Figure 1. Metal 1 (run 1).
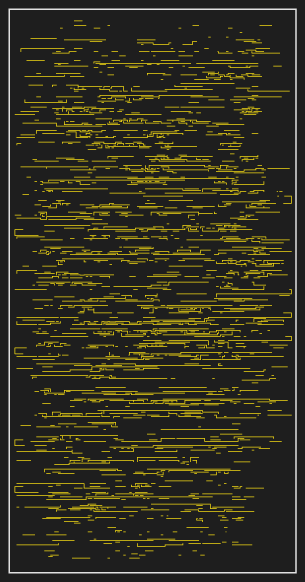
Figure 2. Routing congestion (run 1).
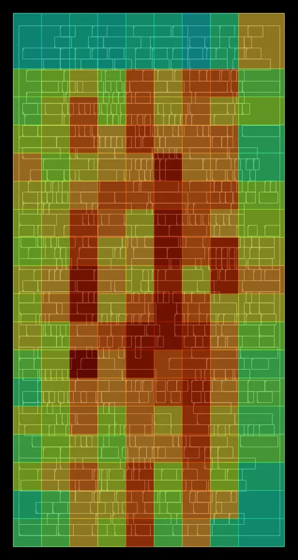
Figure 3. I/O nets highlighted (run 1).
Scale bar: 20 um.
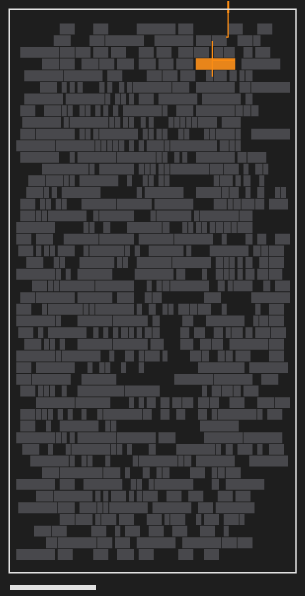
==> config.mk <==
export PLATFORM = sky130hd
export DESIGN_NAME = seq_shifter
export DESIGN_NICKNAME = d
export VERILOG_FILES = /design/src/rtl/seq_shifter_pkg.sv /design/src/rtl/seq_shifter_shift_step.sv /design/src/rtl/seq_shifter.sv
export SDC_FILE = /design/constraint.sdc
export NUM_CORES = 1
export LEC_CHECK = 0
export CAP_MARGIN = 5
export CORE_ASPECT_RATIO = 2
export CORE_UTILIZATION = 53
export CTS_CLUSTER_SIZE = 25
export DETAILED_ROUTE_END_ITERATION = 7
export GPL_TIMING_DRIVEN = 0
export PLACE_DENSITY = 0.8
export SETUP_SLACK_MARGIN = 0.02
export SYNTH_ARGS = -nofsm -noshare
export SYNTH_HDL_FRONTEND = slang
export SYNTH_SLANG_ARGS = --single-unit
==> constraint.sdc <==
create_clock -name clk -period 3.6 [get_ports clk]
set_clock_uncertainty 0.15 [all_clocks]
set_input_delay 0.36 -clock clk [delete_from_list [all_inputs] [get_ports clk]]
set_output_delay 0.36 -clock clk [all_outputs]
set_load 0.01 [all_outputs]
==> src/rtl/seq_shifter_pkg.sv <==
// Shared constants and FSM encoding for the sequential barrel-free shifter.
package seq_shifter_pkg;

    localparam int DATA_W  = 32;
    localparam int SHAMT_W = 5;

    typedef enum logic [1:0] {
        IDLE   = 2'd0,
        SHIFT4 = 2'd1,
        SHIFT1 = 2'd2,
        DONE   = 2'd3
    } state_t;

    // Where to go given the shift distance still outstanding.
    function automatic state_t next_state(input logic [SHAMT_W-1:0] rem);
        if (rem >= SHAMT_W'(4))
            return SHIFT4;
        else if (rem != '0)
            return SHIFT1;
        else
            return DONE;
    endfunction

endpackage

==> src/rtl/seq_shifter_shift_step.sv <==
// One combinational shift step of 4 or 1 bit positions in the requested direction/mode.
module shift_step
    import seq_shifter_pkg::*;
(
    input  logic [DATA_W-1:0] val,
    input  logic              op,
    input  logic              sra,
    input  logic              rotate,
    input  logic              step4,
    output logic [DATA_W-1:0] nxt
);

    logic fill;

    // Sign fill only for arithmetic right shifts; a left shift with sra set stays logical.
    assign fill = op & sra & ~rotate & val[DATA_W-1];

    always_comb begin
        nxt = val;
        if (step4) begin
            if (rotate)
                nxt = op ? {val[3:0], val[DATA_W-1:4]} : {val[DATA_W-5:0], val[DATA_W-1:DATA_W-4]};
            else
                nxt = op ? {{4{fill}}, val[DATA_W-1:4]} : {val[DATA_W-5:0], 4'b0000};
        end else begin
            if (rotate)
                nxt = op ? {val[0], val[DATA_W-1:1]} : {val[DATA_W-2:0], val[DATA_W-1]};
            else
                nxt = op ? {fill, val[DATA_W-1:1]} : {val[DATA_W-2:0], 1'b0};
        end
    end

endmodule

==> src/rtl/seq_shifter.sv <==
// Multi-cycle shifter: consumes the shift amount in steps of 4, then steps of 1,
// with a valid/ready request side and a valid/ready result side.
module seq_shifter
    import seq_shifter_pkg::*;
(
    input  logic        clk,
    input  logic        rst_n,
    input  logic        start_valid,
    output logic        start_ready,
    input  logic [31:0] a,
    input  logic [4:0]  shamt,
    input  logic        op,
    input  logic        sra,
    input  logic        rotate,
    output logic [31:0] result,
    output logic        done_valid,
    input  logic        done_ready,
    output logic        busy
);

    state_t              state;
    logic [DATA_W-1:0]   work;
    logic [SHAMT_W-1:0]  rem;
    logic                op_q;
    logic                sra_q;
    logic                rot_q;

    logic                step4;
    logic [DATA_W-1:0]   step_val;
    logic [SHAMT_W-1:0]  rem_nxt;

    assign step4   = (state == SHIFT4);
    assign rem_nxt = step4 ? rem - SHAMT_W'(4) : rem - SHAMT_W'(1);

    shift_step u_step (
        .val    (work),
        .op     (op_q),
        .sra    (sra_q),
        .rotate (rot_q),
        .step4  (step4),
        .nxt    (step_val)
    );

    always_ff @(posedge clk or negedge rst_n) begin
        if (!rst_n) begin
            state       <= IDLE;
            work        <= '0;
            rem         <= '0;
            op_q        <= 1'b0;
            sra_q       <= 1'b0;
            rot_q       <= 1'b0;
            result      <= '0;
            done_valid  <= 1'b0;
            busy        <= 1'b0;
            start_ready <= 1'b0;
        end else begin
            case (state)
                IDLE: begin
                    // start_ready is low on the first edge out of reset, so no accept there.
                    start_ready <= 1'b1;
                    if (start_valid && start_ready) begin
                        work        <= a;
                        rem         <= shamt;
                        op_q        <= op;
                        sra_q       <= sra;
                        rot_q       <= rotate;
                        state       <= next_state(shamt);
                        start_ready <= 1'b0;
                        busy        <= 1'b1;
                        if (shamt == '0) begin
                            result     <= a;
                            done_valid <= 1'b1;
                        end
                    end
                end
                SHIFT4, SHIFT1: begin
                    work  <= step_val;
                    rem   <= rem_nxt;
                    state <= next_state(rem_nxt);
                    if (rem_nxt == '0) begin
                        result     <= step_val;
                        done_valid <= 1'b1;
                    end
                end
                DONE: begin
                    if (done_ready) begin
                        done_valid  <= 1'b0;
                        busy        <= 1'b0;
                        start_ready <= 1'b1;
                        state       <= IDLE;
                    end
                end
                default: state <= IDLE;
            endcase
        end
    end

endmodule

==> results.json, run 1 <==
{
  "grt_pass1_wl_um": 19550,
  "synth.most_common_cell": "nor2_1",
  "cts-root-buf": "clkbuf_16",
  "ys_area_sq_um": 4403,
  "fin_cells": 645,
  "yosysTopAreaCellShare_pct": 43.76,
  "reg2regPathDepth": 8,
  "synth.top_cells.by_count": "85 x nor2_1, 82 x nand2_1, 77 x dfrtp_1",
  "postSynth.asyncResetShare_pct": 100.0,
  "slew_viol_final": 0,
  "taps": 96,
  "cp-startpoint": "state[1]",
  "layout.area.comb_sq_um": 2276,
  "ys.flop_type": "dfrtp_1",
  "grt_pass1_vias": 3961,
  "ys_seq_share_pct": 43.76,
  "clock_path_buffers": 2,
  "drt_iter0_drc": 236,
  "hold_buffers": 1,
  "inv_count": 18,
  "drive_gt1_share_pct": 14.21,
  "synthCells": 453,
  "largest_class": "multi-input combinational cells",
  "clk_latency_ps": 340,
  "antennaDiodeCount": 0,
  "worstSetupStartpointType": "register",
  "clock_buffers": 12,
  "final-clk-cell-share_pct": 6.261,
  "grt_max_degree": 67,
  "postRouteAntennaNets": 0,
  "htreeDepth": 3,
  "via_per_inst": 5.891,
  "drc": 0,
  "ys.flops": 77,
  "chipArea_sq_um": 8698,
  "placeableCoreArea_sq_um": 8000,
  "rsz0062_at_grt": "false",
  "initial_core_util_pct": 55.04,
  "num_rows": 46,
  "clkTransAtPathRegs_ps": 60,
  "avgSynthCellArea_sq_um": 9.720,
  "max_freq_ghz": 0.3345,
  "cts_inserted_buffers": 9,
  "nNonClkBuffers": 108,
  "post-route-util_pct": 71.19,
  "maxSlewHeadroom_pct": 58.73,
  "cts_tree": "built",
  "flops": 77,
  "setup_viol": 0,
  "cp.required_ps": 3670,
  "dieHeight_um": 130.9,
  "comb-cell-share_pct": 39.96,
  "placed_cells": 628,
  "finalWirelength_um": 12210,
  "synth_nets": 502,
  "status": "completed",
  "fin_crit_ps": 2989,
  "holdCritPathClass": "input port to asynchronous set/reset pin",
  "final-nonclk-buf-share_pct": 16.65,
  "endpoint": "result[7]",
  "yosys.area.top_type": "dfrtp_1",
  "flop_area_sq_um": 1927,
  "via_count": 3800,
  "ys_types": 41,
  "arrival_ps": 3060,
  "cap_violations": 0,
  "dp_hpwl_um": 9088,
  "seq_area_share_pct": 33.83,
  "firstDrtPassIters": 5,
  "grt_antenna_before_repair": 0,
  "r2r-start": "state[1]",
  "reg2reg_slack_ps": 610,
  "grt_remaining_overflow": 0,
  "hold_violations": 0,
  "cp_max_fo": 10,
  "warnings": 28,
  "numClockSinks": 77,
  "syn_area_sq_um": 4403,
  "post-cts-setup-buffer-count": 0,
  "r2r-end": "result[7]",
  "final.fill_count": 615,
  "synth_stat.cells": 453,
  "final_nets": 593,
  "comb_cells": 330,
  "critPathKind": "register to register",
  "place.gp.congestion": 0.9117,
  "area_leaders": "dfrtp_1 44%, mux4_2 12%, nor2_1 7.2%",
  "tightest_slew_ps": 619.1,
  "area_delta_synth_final_pct": 29.35,
  "cts_resized": 0,
  "die_w_um": 66.45,
  "post-route-period-util_pct": 83.04,
  "ys.warnings.count": 0,
  "endpoint_kind": "register",
  "edf_count": 0
}
## Picture notes: Figure 1
longest straight run = 31.7 um
nets with wire on the layer = 529

## Picture notes: Figure 2
GR Util All Layers: 30.82%
post-DR wirelength/cell: 18.93 um
met1 GRT Util: 33.80%

## Picture notes: Figure 3
`done_valid` -> orange  # bits 1, direction output, edge top, end cells 1, buffers 1, wire 19.7 um
io pins: 79
number of buffers added on ports: 78

## run 1: metal layers
metal | share of wire (%) | track usage (%)
met1 | 36 | 33.80
met2 | 56 | 55.10
met3 | 4.5 | 5.990
met4 | 3.1 | 15.77
met5 | 0 | 0
## run 1: placed cells by master, fill, tap and decap left out, drive strengths merged, types with 5 or more instances in the layout
cell type      instances
a211oi                 6
a21oi                 20
a31oi                  7
buf                   13
clkbuf                29
clkdlybuf4s50         77
dfrtp                 77
ha                     5
inv                   18
mux2                  29
mux2i                 13
mux4                  24
nand2                 82
nor2                  85
nor2b                  8
o21ai                 17
## run 1: per-stage QoR
stage / setup TNS [ps] / hold WS (ps) / cell area, sq um / worst slack [ps]
finish: 0 / 261.2 / 5695 / 610.6
global route: 0 / 272.6 / 5695 / 484.2
CTS: 0 / 263.3 / 5695 / 604.4
detailed placement: 0 / 72.16 / 5329 / 575.8
global placement: -49540 / 320.6 / 5304 / -649.7
floorplan: 0 / -85.59 / 4403 / 1069
## run 1: flip-flops by register name, indices dropped and copies added (netlist names)
| name | cells |
|---|---|
| result | 32 |
| work | 32 |
| rem | 5 |
| state | 2 |
| busy | 1 |
| done_valid | 1 |
| op_q | 1 |
| rot_q | 1 |
| sra_q | 1 |
| start_ready | 1 |
## run 1: cells by family after synthesis
logic type      share of synthesized area (%)
simple gates                            17.76
buf+inv                                 4.546
xor+xnor                               0.1990
compound gates                          9.662
flops                                   43.76
mux                                     22.65
fa+ha+maj                               1.421
## run 1: critical path, cell delays in order (launching register included)
cell	delay, ps
dfrtp_1	390
inv_1	70
ha_1	240
or4_1	520
o21ai_0	150
a31oi_1	250
nor3_4	490
buf_6	250
mux2_2	360
Figure 4. Register map, names as in the netlist (run 1).
Other sequential cells in the stronger gray, the rest of the logic in the fainter gray.
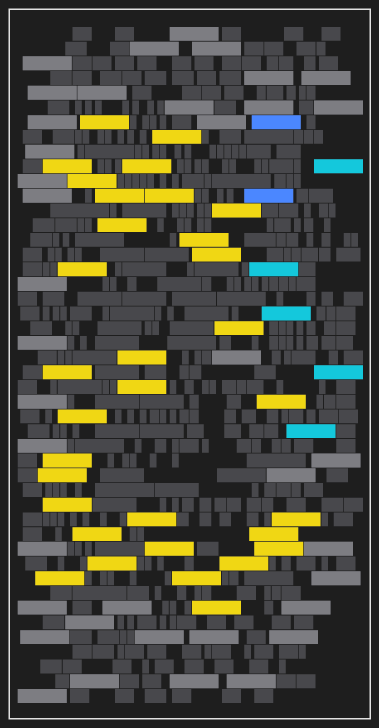

==> run 1 -> run 2 <==
CORE_UTILIZATION = 48   (was 53)
PLACE_DENSITY = 0.77   (was 0.8)
clock period = 2.61 ns   (was 3.6 ns; I/O delays follow)
Figure 5. Register map, names as in the netlist (run 2).
Other sequential cells in the stronger gray, the rest of the logic in the fainter gray.
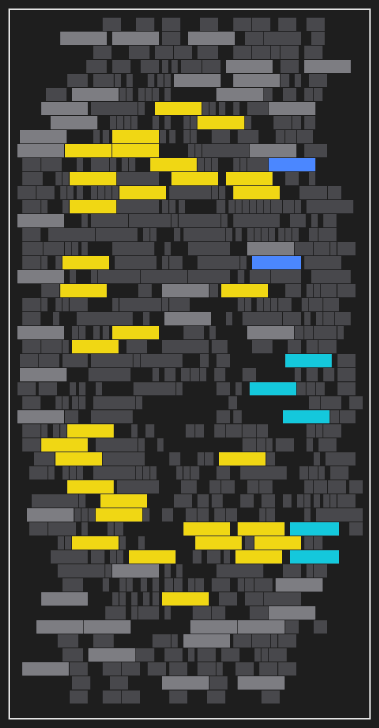
`state` -> blue  # placed flops 2
`rem` -> cyan  # placed flops 5, where middle right
`work` -> yellow  # placed flops 32
Post-Route Utilization: 65.85%
Seq area share: 32.75%

Figure 6. Metal 1 (run 2).
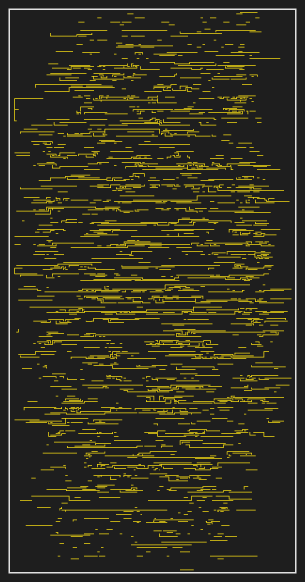
main direction = horizontal
share of all routed wire = 36%
longest straight run = 25.8 um
nets with wire on the layer = 551
wire length on this layer = 4,540 um
Total Wirelength: 12,650 um
met1 GRT Util: 29.98%
routed vias: 3,809

==> results.json, run 2 <==
{
  "yosys.area.top_type": "dfrtp_1",
  "grt_usage_pct": 27.53,
  "avgSynthCellArea_sq_um": 9.720,
  "grt_pass1_vias": 3909,
  "area_delta_synth_final_pct": 33.87,
  "cts_inserted_buffers": 9,
  "antennaDiodeCount": 0,
  "yosysTopAreaCellShare_pct": 43.76,
  "worstPathCellList": "inv_1 > ha_4 > or4_4 > o21ai_4 > a31oi_4 > nor3_4 > buf_12 > clkbuf_16 > mux2_2",
  "crit_slowest_cell": "or4_4",
  "mostFrequentLayoutCells": "85 x nor2_1, 82 x nand2_1, 77 x clkdlybuf4s50_1",
  "drc": 0,
  "edf_count": 0,
  "grt_antenna_before_repair": 0,
  "met2_usage_pct": 51.13,
  "worstSetupStartpointType": "register",
  "wl_met2_um": 7168,
  "place.gp.congestion": 0.8657,
  "clkTransAtPathRegs_ps": 60,
  "critPathKind": "register to register",
  "ys.flop_type": "dfrtp_1",
  "numPortBuffers": 78,
  "num_rows": 49,
  "dp_worst_setup_slack_ps": -454.9,
  "max_freq_ghz": 0.3923,
  "grt_remaining_overflow": 0,
  "slew_viol_final": 0,
  "path_buffers": 3,
  "grt_busiest_layer": "met2",
  "numClockSinks": 77,
  "path_delay_family": "simple AND/OR/NAND/NOR gates",
  "maxSlewHeadroom_pct": 61.27,
  "arrival_ps": 2620,
  "post-cts-setup-buffer-count": 3,
  "die_w_um": 69.73,
  "synth.most_common_cell": "nor2_1",
  "firstDrtPassIters": 5,
  "holdCritPathClass": "input port to asynchronous set/reset pin",
  "via_per_inst": 5.736,
  "grt_max_degree": 45,
  "largestRegisters": "result (32), work (32), rem (5)",
  "wl_met3_um": 600,
  "use_met3_pct": 5.048,
  "synthCells": 453,
  "final_nets": 608,
  "r2r-end": "result[25]",
  "dp_hpwl_um": 9239,
  "r2r-start": "rem[1]",
  "tightest_slew_ps": 580.9,
  "area_leaders": "dfrtp_1 44%, mux4_2 12%, nor2_1 7.2%",
  "rsz0062_at_grt": "false",
  "final.fill_count": 715,
  "endpoint_kind": "register",
  "synth_stat.cells": 453,
  "layout_top_cell": "nor2_1",
  "max_stage_delay_ps": 540,
  "ys_seq_share_pct": 43.76,
  "postRouteAntennaNets": 0,
  "cap_violations": 0,
  "cp.required_ps": 2680,
  "synth.top_cells.by_count": "85 x nor2_1, 82 x nand2_1, 77 x dfrtp_1",
  "dieHeight_um": 137.4,
  "warnings": 29,
  "clock_path_buffers": 2,
  "postSynth.asyncResetShare_pct": 100.0,
  "setup_viol": 0,
  "synth_nets": 502,
  "drt_iter0_drc": 322,
  "placeableCoreArea_sq_um": 8951,
  "initial_core_util_pct": 49.19,
  "fin_crit_ps": 2549,
  "wl_met1_um": 4540,
  "grt_pass1_wl_um": 19890,
  "reg2reg_slack_ps": 60,
  "ys_area_sq_um": 4403,
  "hold_violations": 0,
  "setup_slack_ps": 60.89,
  "reg2regPathDepth": 9,
  "routedWlPerCell_um": 19.05,
  "status": "completed",
  "htreeDepth": 3,
  "cp_max_fo": 5,
  "cts_tree": "built",
  "top_layer": "met4",
  "crit_cells": 9,
  "cts-root-buf": "clkbuf_16",
  "drive_gt1_share_pct": 19.75,
  "post-route-period-util_pct": 97.67,
  "chipArea_sq_um": 9583,
  "ys.warnings.count": 0,
  "syn_area_sq_um": 4403,
  "ys.flops": 77,
  "ys_types": 41,
  "hold_buffers": 1,
  "io_pins": 79,
  "cts_resized": 11
}
Figure 7. Routed clock nets over the placement (run 2).
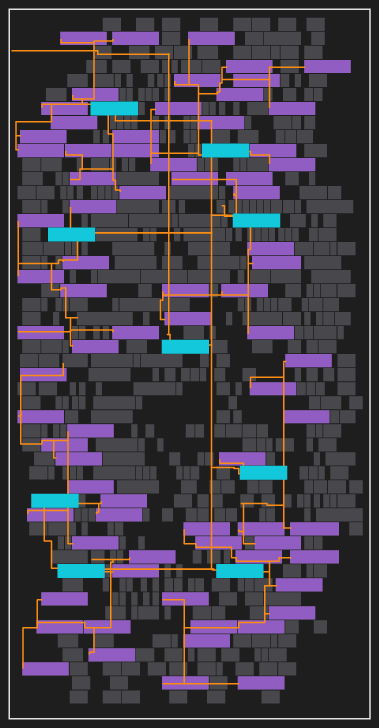
clock-net drivers -> cyan  # count 9
flip-flops -> purple  # count 77
clock wires -> orange  # length 972 um
flops lie = all over the die
Latency at later pin: 340 ps

[run 2: cell types whose count changed in the layout (fill, tap and decap cells not counted), moves of 3 or more]
cell,delta
buf_12,+5
buf_2,-3
buf_4,+17
buf_6,-3
bufinv_16,-3
clkbuf_1,-6
clkbuf_2,+3
dfrtp_1,-3
dfrtp_2,+3
ha_1,-3
[run 2: through the flow]
step | hold WS, ps | area (sq um) | utilization, % | std cells | setup TNS [ps]
3_5_place_dp | 95.39 | 5329 | 59.53 | 634 | -12180
5_1_grt | 313.1 | 5894 | 65.85 | 664 | 0
4_1_cts | 275.1 | 5689 | 63.56 | 651 | 0
3_3_place_gp | 323.5 | 5311 | 59.34 | 633 | -128860
6_report | 275.0 | 5894 | 65.85 | 664 | 0
2_1_floorplan | -184.6 | 4403 | - | 453 | 0
[run 2: how the worst max path moves through the flow]
stage | end | from
floorplan | result[21] | state[0]
CTS | result[7] | state[1]
global placement | result[22] | rst_n
finish | result[25] | rem[1]
global route | result[25] | state[1]
detailed placement | result[5] | rem[0]
[run 2: cell type report]
class	count	area, sq um	share of cell area, %
multi-input combinational	330	2355	39.95
sequential	77	1931	32.75
timing repair buffer	96	958.4	16.26
clock buffer	10	239.0	4.054
buffer	27	166.4	2.823
tap	102	127.6	2.165
inverter	18	67.56	1.146
clock inverter	4	50.05	0.8491
[run 2: logic make-up after synthesis]
kind of cell / Yosys count / share of synthesized area [%]
fa+ha+maj: 5 / 1.421
simple gates: 190 / 17.76
xor+xnor: 1 / 0.1990
mux: 66 / 22.65
flops: 77 / 43.76
buf+inv: 46 / 4.546
compound gates: 68 / 9.662
==> run 2 -> run 3 <==
SYNTH_HIERARCHICAL = 1   (was not set)
==> results.json, run 3 <==
{
  "status": "completed",
  "routedWlPerCell_um": 20.00,
  "synth.most_common_cell": "dfrtp_1",
  "numClockSinks": 77,
  "cts-root-buf": "clkbuf_16",
  "via_per_inst": 6.113,
  "critPathKind": "register to register",
  "postSynth.asyncResetShare_pct": 100.0,
  "worstSetupStartpointType": "register",
  "drt_iter0_drc": 148,
  "dieHeight_um": 137.5,
  "wl_met3_um": 332,
  "clkTransAtPathRegs_ps": 60,
  "slew_viol_final": 0,
  "cp.required_ps": 2680,
  "edf_count": 0,
  "die_w_um": 69.73,
  "cts_inserted_buffers": 9,
  "largestRegisters": "result (32), work (32), rem (5)",
  "synth.top_cells.by_count": "77 x dfrtp_1, 41 x nand2_1, 36 x mux2i_1",
  "top_layer": "met4",
  "yosysTopAreaCellShare_pct": 43.75,
  "maxSlewHeadroom_pct": 50.48,
  "setup_viol": 0,
  "htreeDepth": 3,
  "chipArea_sq_um": 9585,
  "mostFrequentLayoutCells": "77 x clkdlybuf4s50_1, 76 x dfrtp_1, 40 x nand2_1",
  "post-cts-setup-buffer-count": 2,
  "post-route-util_pct": 64.58,
  "max_freq_ghz": 0.3948,
  "drc": 0,
  "grt_antenna_before_repair": 0,
  "postRouteAntennaNets": 0,
  "wl_met2_um": 6521,
  "yosys.area.top_type": "dfrtp_1",
  "hold_buffers": 1,
  "firstDrtPassIters": 4,
  "cap_violations": 0,
  "reg2reg_slack_ps": 80,
  "synth_nets": 420,
  "tightest_slew_ps": 736.5,
  "area_delta_synth_final_pct": 31.25,
  "ys_seq_share_pct": 43.75,
  "endpoint_kind": "register",
  "numPortBuffers": 78,
  "drive_gt1_share_pct": 19.24,
  "grt_pass1_wl_um": 18290,
  "post-route-period-util_pct": 97.05,
  "grt_busiest_layer": "met2",
  "layout_top_cell": "clkdlybuf4s50_1",
  "area_leaders": "dfrtp_1 44%, mux4_2 12%, mux2i_1 8.2%",
  "grt_max_degree": 42,
  "fin_crit_ps": 2533,
  "holdCritPathClass": "input port to asynchronous set/reset pin",
  "cts_tree": "built",
  "tns_ps": 0,
  "grt_remaining_overflow": 0,
  "ys.flops": 77,
  "ys_types": 44,
  "dp_hpwl_um": 8620,
  "synthCells": 371,
  "placeableCoreArea_sq_um": 8951,
  "io_pins": 79,
  "cp_max_fo": 7,
  "final_nets": 518,
  "wl_met1_um": 4321,
  "setup_slack_ps": 76.99,
  "ys_area_sq_um": 4404,
  "ys.warnings.count": 6,
  "avgSynthCellArea_sq_um": 11.87,
  "syn_area_sq_um": 4404,
  "clock_path_buffers": 2,
  "synth_stat.cells": 371,
  "ys.flop_type": "dfrtp_1",
  "warnings": 28,
  "arrival_ps": 2600,
  "antennaDiodeCount": 0,
  "num_rows": 49,
  "cts_resized": 11,
  "hold_violations": 0
}
==> run 3: cell count changes in the layout (fill, tap and decap cells not counted), sizes merged, moves of 4 or more <==
cell / previous run / this run
a22oi: 4 / 0
mux2: 29 / 6
inv: 18 / 8
a21oi: 20 / 8
o22a: 1 / 32
clkbuf: 28 / 21
o21a: 1 / 32
nand2: 82 / 41
mux2i: 13 / 36
nor2: 85 / 3
==> run 3: critical path, stage by stage, from the launching register on <==
cell	delay, ps
dfrtp_1	430
ha_4	200
or4_4	480
o211a_4	160
o31a_1	360
nand2b_4	240
clkbuf_16	220
o22a_1	170
==> run 3: cell families after synthesis <==
family                     synth area share [%]
AOI/OAI and AO/OA                         19.32
DFF                                       43.75
and+or+nand+nor                           7.614
muxes                                     22.67
buffers and inverters                     5.227
adders and majority gates                 1.420
==> run 3: metrics by stage <==
stage | hold WS, ps | cell area, sq um | instances
final | 286.8 | 5781 | 575
after global routing | 344.3 | 5781 | 575
after CTS | 302.9 | 5688 | 570
after detailed placement | 106.6 | 5330 | 552
after global placement | 341.9 | 5313 | 551
after floorplan | -184.6 | 4404 | 371
==> run 3: layout make-up <==
type	count	area (sq um)
clock inverter	3	45.04
clock buffer	12	256.5
buffer	28	209.0
sequential	77	1928
tap	102	127.6
fill	708	3171
multi-input combinational	257	2298
inverter	8	30.03
timing repair buffer	88	885.9
==> run 3: path summary, 6_finish.rpt <==
kind | endpoint | cells after the start | start
setup / recovery | result[24] | 7 | state[0]
hold / removal | result[12] | 2 | rst_n
setup reg to reg | result[24] | 7 | state[0]
hold reg to reg | result[10] | 1 | result[10]
max in group asynchronous | rem[2] | 3 | rst_n
min in group clk | result[10] | 1 | result[10]
Figure 8. Routed clock nets over the placement (run 3).
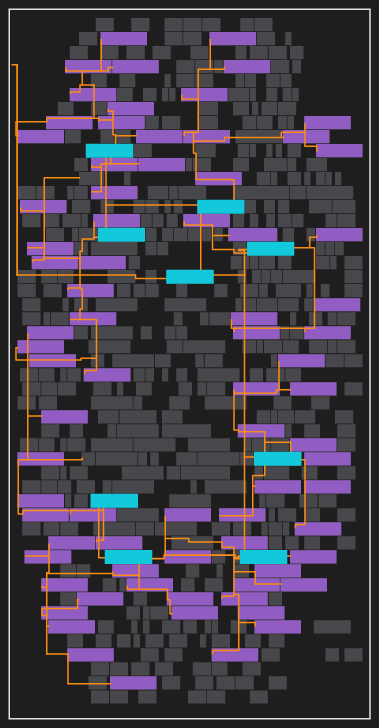
clock wires -> orange  # length 939 um
flip-flops -> purple  # count 77
clock-net drivers -> cyan  # count 9
routed clock nets = 10

Figure 9. Metal 1 (run 3).
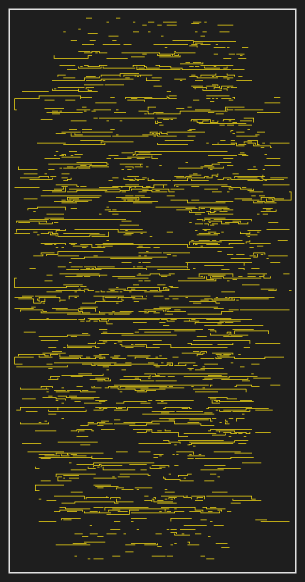
longest straight run = 35.0 um
share of all routed wire = 38%
main direction = horizontal
nets with wire on the layer = 459
routed vias: 3,515
Total Wirelength: 11,500 um
met1 GRT Util: 26.35%

Figure 10. Routing congestion (run 3).
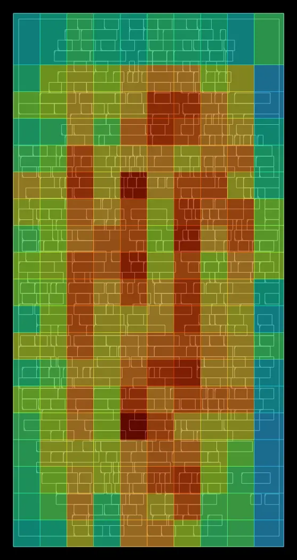
GR Util met3: 3.438%
GR Util All Layers: 24.76%
met2 Track Usage GR: 47.57%

